==> src/rtl/result_capture_unit_pkg.sv <==
// Shared encodings for the result capture path: the controller's result
// bus commands and the capture unit's own state.
package resultGroup;

  typedef enum logic [2:0] {
    NO_OP           = 3'd0,
    LOAD_ALU        = 3'd1,
    LOAD_DIVIDER    = 3'd2,
    LOAD_MULTIPLIER = 3'd3,
    LOAD_SHIFTER    = 3'd4
  } controlBus;

  typedef enum logic [1:0] {
    IDLE     = 2'd0,
    WAIT_MUL = 2'd1,
    WAIT_DIV = 2'd2
  } captureState;

endpackage

==> src/rtl/result_capture_unit_timeout_counter.sv <==
// Wait-cycle counter for multi-cycle units; flags the last permitted
// wait cycle so the capture FSM can abandon an unresponsive unit.
module result_timeout_counter #(
  parameter int TIMEOUT_CYCLES = 64
) (
  input  logic clk,
  input  logic reset,
  input  logic clear,
  input  logic count,
  output logic expired
);

  localparam int CW = (TIMEOUT_CYCLES > 2) ? $clog2(TIMEOUT_CYCLES) : 1;
  localparam logic [CW-1:0] LAST = CW'(TIMEOUT_CYCLES - 1);

  logic [CW-1:0] waitCount;

  always_ff @(posedge clk or posedge reset) begin
    if (reset) begin
      waitCount <= '0;
    end else if (clear) begin
      waitCount <= '0;
    end else if (count) begin
      waitCount <= waitCount + 1'b1;
    end
  end

  assign expired = (waitCount == LAST);

endmodule

==> src/rtl/result_capture_unit.sv <==
// Result bus consumer: captures ALU/shifter results in one cycle and waits
// on the multiplier/divider done handshake, stalling the controller meanwhile.
import resultGroup::*;

module result_capture_unit #(
  parameter int DATA_WIDTH     = 32,
  parameter int TIMEOUT_CYCLES = 64
) (
  input  logic                  clk,
  input  logic                  reset,
  input  logic                  enable,
  input  controlBus             resultControl,
  input  logic [DATA_WIDTH-1:0] aluResult,
  input  logic [DATA_WIDTH-1:0] shifterResult,
  input  logic [DATA_WIDTH-1:0] multiplierLow,
  input  logic [DATA_WIDTH-1:0] multiplierHigh,
  input  logic                  multiplierDone,
  input  logic [DATA_WIDTH-1:0] dividerQuotient,
  input  logic [DATA_WIDTH-1:0] dividerRemainder,
  input  logic                  dividerDone,
  input  logic                  dividerDivZero,
  output logic [DATA_WIDTH-1:0] resultLow,
  output logic [DATA_WIDTH-1:0] resultHigh,
  output logic                  resultValid,
  output logic                  busy,
  output logic                  divideError,
  output logic                  unitTimeout
);

  captureState state;

  logic                  waitMul, waitDiv;
  logic                  unitDone, divZeroEvent, timeoutEvent;
  logic                  counterClear, counterCount, expired;
  logic                  captureEn;
  logic [DATA_WIDTH-1:0] captureLow, captureHigh;

  always_comb begin
    waitMul      = (state == WAIT_MUL);
    waitDiv      = (state == WAIT_DIV);
    unitDone     = (waitMul && multiplierDone) || (waitDiv && dividerDone);
    divZeroEvent = waitDiv && dividerDone && dividerDivZero;
    // A done in the final wait cycle takes priority over the timeout.
    timeoutEvent = (waitMul || waitDiv) && !unitDone && expired;
    counterClear = (state == IDLE);
    counterCount = !counterClear && !unitDone && !expired;

    captureEn   = 1'b0;
    captureLow  = '0;
    captureHigh = '0;
    if (state == IDLE) begin
      if (enable) begin
        case (resultControl)
          LOAD_ALU: begin
            captureEn  = 1'b1;
            captureLow = aluResult;
          end
          LOAD_SHIFTER: begin
            captureEn  = 1'b1;
            captureLow = shifterResult;
          end
          default: ;
        endcase
      end
    end else if (waitMul && multiplierDone) begin
      captureEn   = 1'b1;
      captureLow  = multiplierLow;
      captureHigh = multiplierHigh;
    end else if (waitDiv && dividerDone && !dividerDivZero) begin
      captureEn   = 1'b1;
      captureLow  = dividerQuotient;
      captureHigh = dividerRemainder;
    end
  end

  result_timeout_counter #(
    .TIMEOUT_CYCLES(TIMEOUT_CYCLES)
  ) u_timeout (
    .clk    (clk),
    .reset  (reset),
    .clear  (counterClear),
    .count  (counterCount),
    .expired(expired)
  );

  always_ff @(posedge clk or posedge reset) begin
    if (reset) begin
      state       <= IDLE;
      resultLow   <= '0;
      resultHigh  <= '0;
      resultValid <= 1'b0;
      divideError <= 1'b0;
      unitTimeout <= 1'b0;
    end else begin
      divideError <= divZeroEvent;
      unitTimeout <= timeoutEvent;

      // Valid holds through stalls and clears on the first advancing cycle.
      if (captureEn) begin
        resultLow   <= captureLow;
        resultHigh  <= captureHigh;
        resultValid <= 1'b1;
      end else if (enable) begin
        resultValid <= 1'b0;
      end

      case (state)
        IDLE: begin
          if (enable && resultControl == LOAD_MULTIPLIER) begin
            state <= WAIT_MUL;
          end else if (enable && resultControl == LOAD_DIVIDER) begin
            state <= WAIT_DIV;
          end
        end
        WAIT_MUL, WAIT_DIV: begin
          if (unitDone || timeoutEvent) begin
            state <= IDLE;
          end
        end
        default: state <= IDLE;
      endcase
    end
  end

  assign busy = (state != IDLE);

endmodule

==> config.mk <==
export PLATFORM = sky130hd
export DESIGN_NAME = result_capture_unit
export DESIGN_NICKNAME = d
export VERILOG_FILES = /design/src/rtl/result_capture_unit_pkg.sv /design/src/rtl/result_capture_unit_timeout_counter.sv /design/src/rtl/result_capture_unit.sv
export SDC_FILE = /design/constraint.sdc
export NUM_CORES = 1
export LEC_CHECK = 0
export CORE_MARGIN = 2
export CORE_UTILIZATION = 39
export DETAILED_ROUTE_END_ITERATION = 10
export GPL_TIMING_DRIVEN = 0
export PLACE_DENSITY = 0.86
export SLEW_MARGIN = 25
export SYNTH_ARGS = -nofsm -noshare
export SYNTH_HDL_FRONTEND = slang
export SYNTH_SLANG_ARGS = --single-unit
==> constraint.sdc <==
create_clock -name clk -period 5.4 [get_ports clk]
set_input_delay 0.81 -clock clk [delete_from_list [all_inputs] [get_ports clk]]
set_output_delay 0.81 -clock clk [all_outputs]
set_load 0.005 [all_outputs]
Fig. 1: run 1, sizing map
(2 px per um)
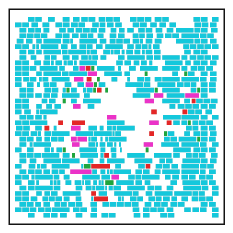
colour	size	cells	share	most used
magenta	drive 6 and up	17	2.7%	clkbuf_8
cyan	drive 1 or less	581	92%	clkdlybuf4s50_1
green	drive 2	19	3.0%	buf_2
red	drive 3 to 4	16	2.5%	buf_4

Fig. 2: run 1, met3 routing
(4 px per um)
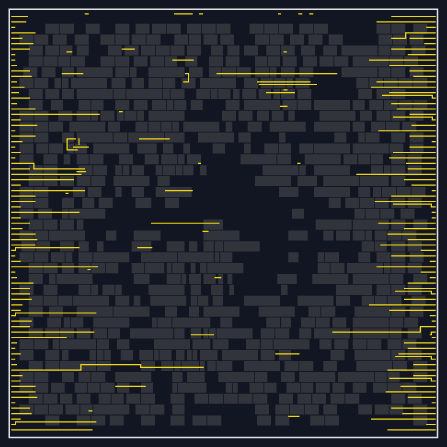
wire length on this layer	1320 um
share of all routed wire	9.4%
routed vias: 4096
grt met3 use: 7.29%
Routed WL: 14100 um

Fig. 3: run 1, clock wiring as the flow saved it
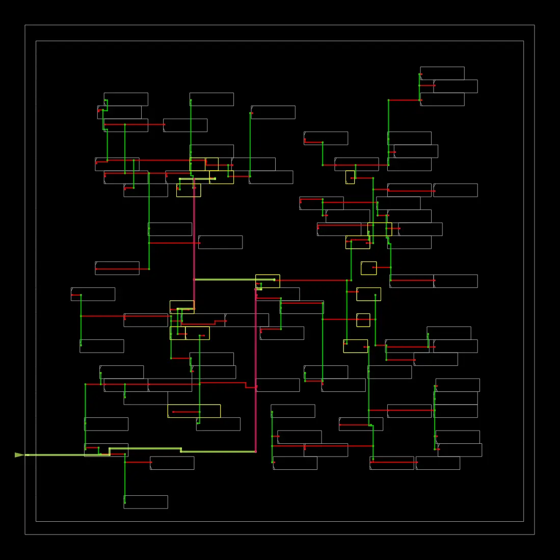
worst skew pair latency: 0.33 ns
clock buffer count from CTS: 9

==> flow_summary.ini, run 1 <==
; physical design summary
[yosys]
synthAdderAreaFrac_pct = 1.22
ys_cells = 348
edf_count = 0

[cells_and_area]
area_delta_synth_final_pct = 74.8
fin_util_pct = 69.9
final_cell_mix = clkdlybuf4s50_1 (268), dfrtp_1 (75), mux2i_1 (65)

[die]
fp-utilization_pct = 40.0
chipWidth_um = 107
fp.dieH_um = 107

[critical_path]
crit_path_frequent_cell = inv_1
worstSetupStartpointType = flop
critPathArrivalTime_ns = 1.75
r2r_start = state[0]
criticalPathCategory = flop to output port
ff2ff_path_depth = 8
cpLargestDelayFamily = buffers and inverters

[timing]
slew_violations = 0
period_used_pct = 47.4
timing.final.hold_violations = 0
rsz0062_at_grt = no

[pwr]
power.leakage_nw = 3.28
combPwrFrac_pct = 51.8
comb_cell_power_w = 0.00152
ir_worst_vdd_mv = 0.218
finalPower_w = 0.00293

[flow_run]
cap_violations = 0

[cts]
hold_buffers = 0

[status]
status = finished, final reports clean

[place]
place_hpwl_um = 11400
place_area_um2 = 6990

[global_route]
grt_use_total_pct = 24.3

[worst_hold_path]
min_to = resultHigh[29]
-- run 1: final cells by class --
class	instances	area, um2	share of cell area, %
clock inverters	7	76.3	1.06
multi-input cells	237	2020	28.1
inverters	6	25.0	0.348
clock buffers	9	124	1.72
well taps	136	170	2.37
repair buffers	269	2700	37.6
plain buffers	30	196	2.73
flip-flops and latches	75	1880	26.1
-- run 1: routing by layer --
layer | share of wire [%] | up-vias | track usage [%] | routed length [um]
met2 | 50 | 204 | 43.5 | 7100
met5 | 0 | - | 0 | 0
li1 | - | 1910 | - | -
met1 | 38 | 1955 | 27.4 | 5350
met4 | 2.6 | 0 | 7.98 | 371
met3 | 9.4 | 27 | 7.29 | 1320
Fig. 4: run 1, wire density map
(4 px per um) 21 x 21 tiles, from dark purple (low) to yellow (high), scaled to the fullest tile. Values are wire area over tile area, all layers added.
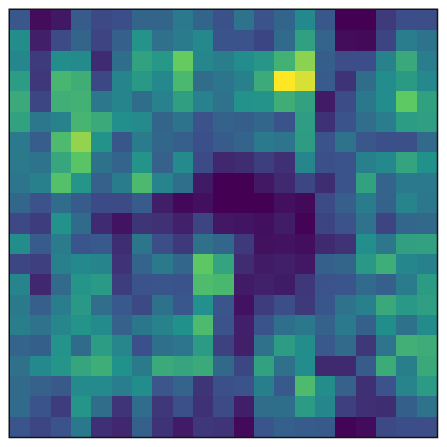

==> run 2, diff against run 1 <==
- CORE_UTILIZATION: 39 -> 37
- PLACE_DENSITY: 0.86 -> 0.82
- clock period: 5.4 -> 2.5 ns (I/O delays scaled with it)
Fig. 5: run 2, wire density map
(3 px per um) 22 x 22 tiles, from dark purple (low) to yellow (high), scaled to the fullest tile. Values are wire area over tile area, all layers added.
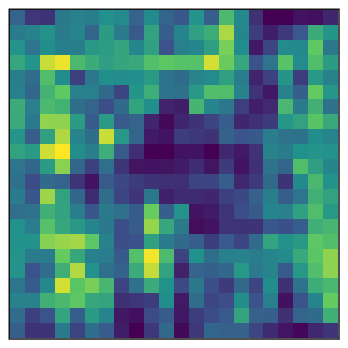
tiles over half the peak	32%
fullest tile	0.50
mean over tiles	0.20
Routed WL per cell: 18.3 um
gr usage total: 22.5%

==> flow_summary.ini, run 2 <==
; physical design summary
[critical_path]
ff2ff_path_depth = 8
crit_path_frequent_cell = inv_1
criticalPathCategory = flop to output port
regToRegEndpoint = resultLow[7]
worstSetupStartpointType = flop
critPathArrivalTime_ns = 1.77
r2r_start = state[1]

[yosys]
synthAdderAreaFrac_pct = 1.22
edf_count = 0
ys_cells = 348

[detailed_routing]
drt-total-wl_um = 14100
via_count = 4068
drt_iter0_markers = 171

[pwr]
ir_worst_vdd_mv = 0.386
power.leakage_nw = 3.27
comb_cell_power_w = 0.00329
finalPower_w = 0.00627
combPwrFrac_pct = 52.5
p_per_area_nw_per_um2 = 875

[timing]
period_used_pct = 85.6
timing.final.hold_violations = 0
slew_violations = 0
rsz0062_at_grt = no

[die]
chipWidth_um = 109
fp-utilization_pct = 37.9

[status]
status = finished, final reports clean

[place]
place_area_um2 = 6990
place_hpwl_um = 11300
portBuffers = 268

[cts]
root_buffer = clkbuf_8
cts.sinks = 75
clk_latency_ns = 0.34
hold_buffers = 0

[global_route]
grt-ovfl-total = 0

[flow_run]
cap_violations = 0
warnings = 28

[cells_and_area]
area_delta_synth_final_pct = 74.3
final_cell_mix = clkdlybuf4s50_1 (268), dfrtp_1 (75), mux2i_1 (65)
fin_util_pct = 66.1

[worst_hold_path]
hold_path_class = input pin to asynchronous set/reset pin
==> run 2: routing by layer <==
layer  GRT usage (%)  up-vias  wire, um
li1                -     1914         -
met1            25.6     1909      5290
met2            39.3      218      6970
met3            6.70       27      1510
met4            9.31        0       359
met5               0        -         0
==> run 2: critical path: cells and delay by family (launching register included) <==
family / cells / cell delay [ns]
buffers and inverters: 4 / 0.81
adders and majority gates: 1 / 0.23
DFF: 1 / 0.38
==> run 2: area by class of cell <==
type                    count  area, um2
inverters                   6       25.0
flip-flops and latches     75       1880
clock inverters             3       40.0
clock buffers              12        135
fillers                   848       3670
repair buffers            269       2700
multi-input cells         237       2020
plain buffers              30        196
well taps                 140        175
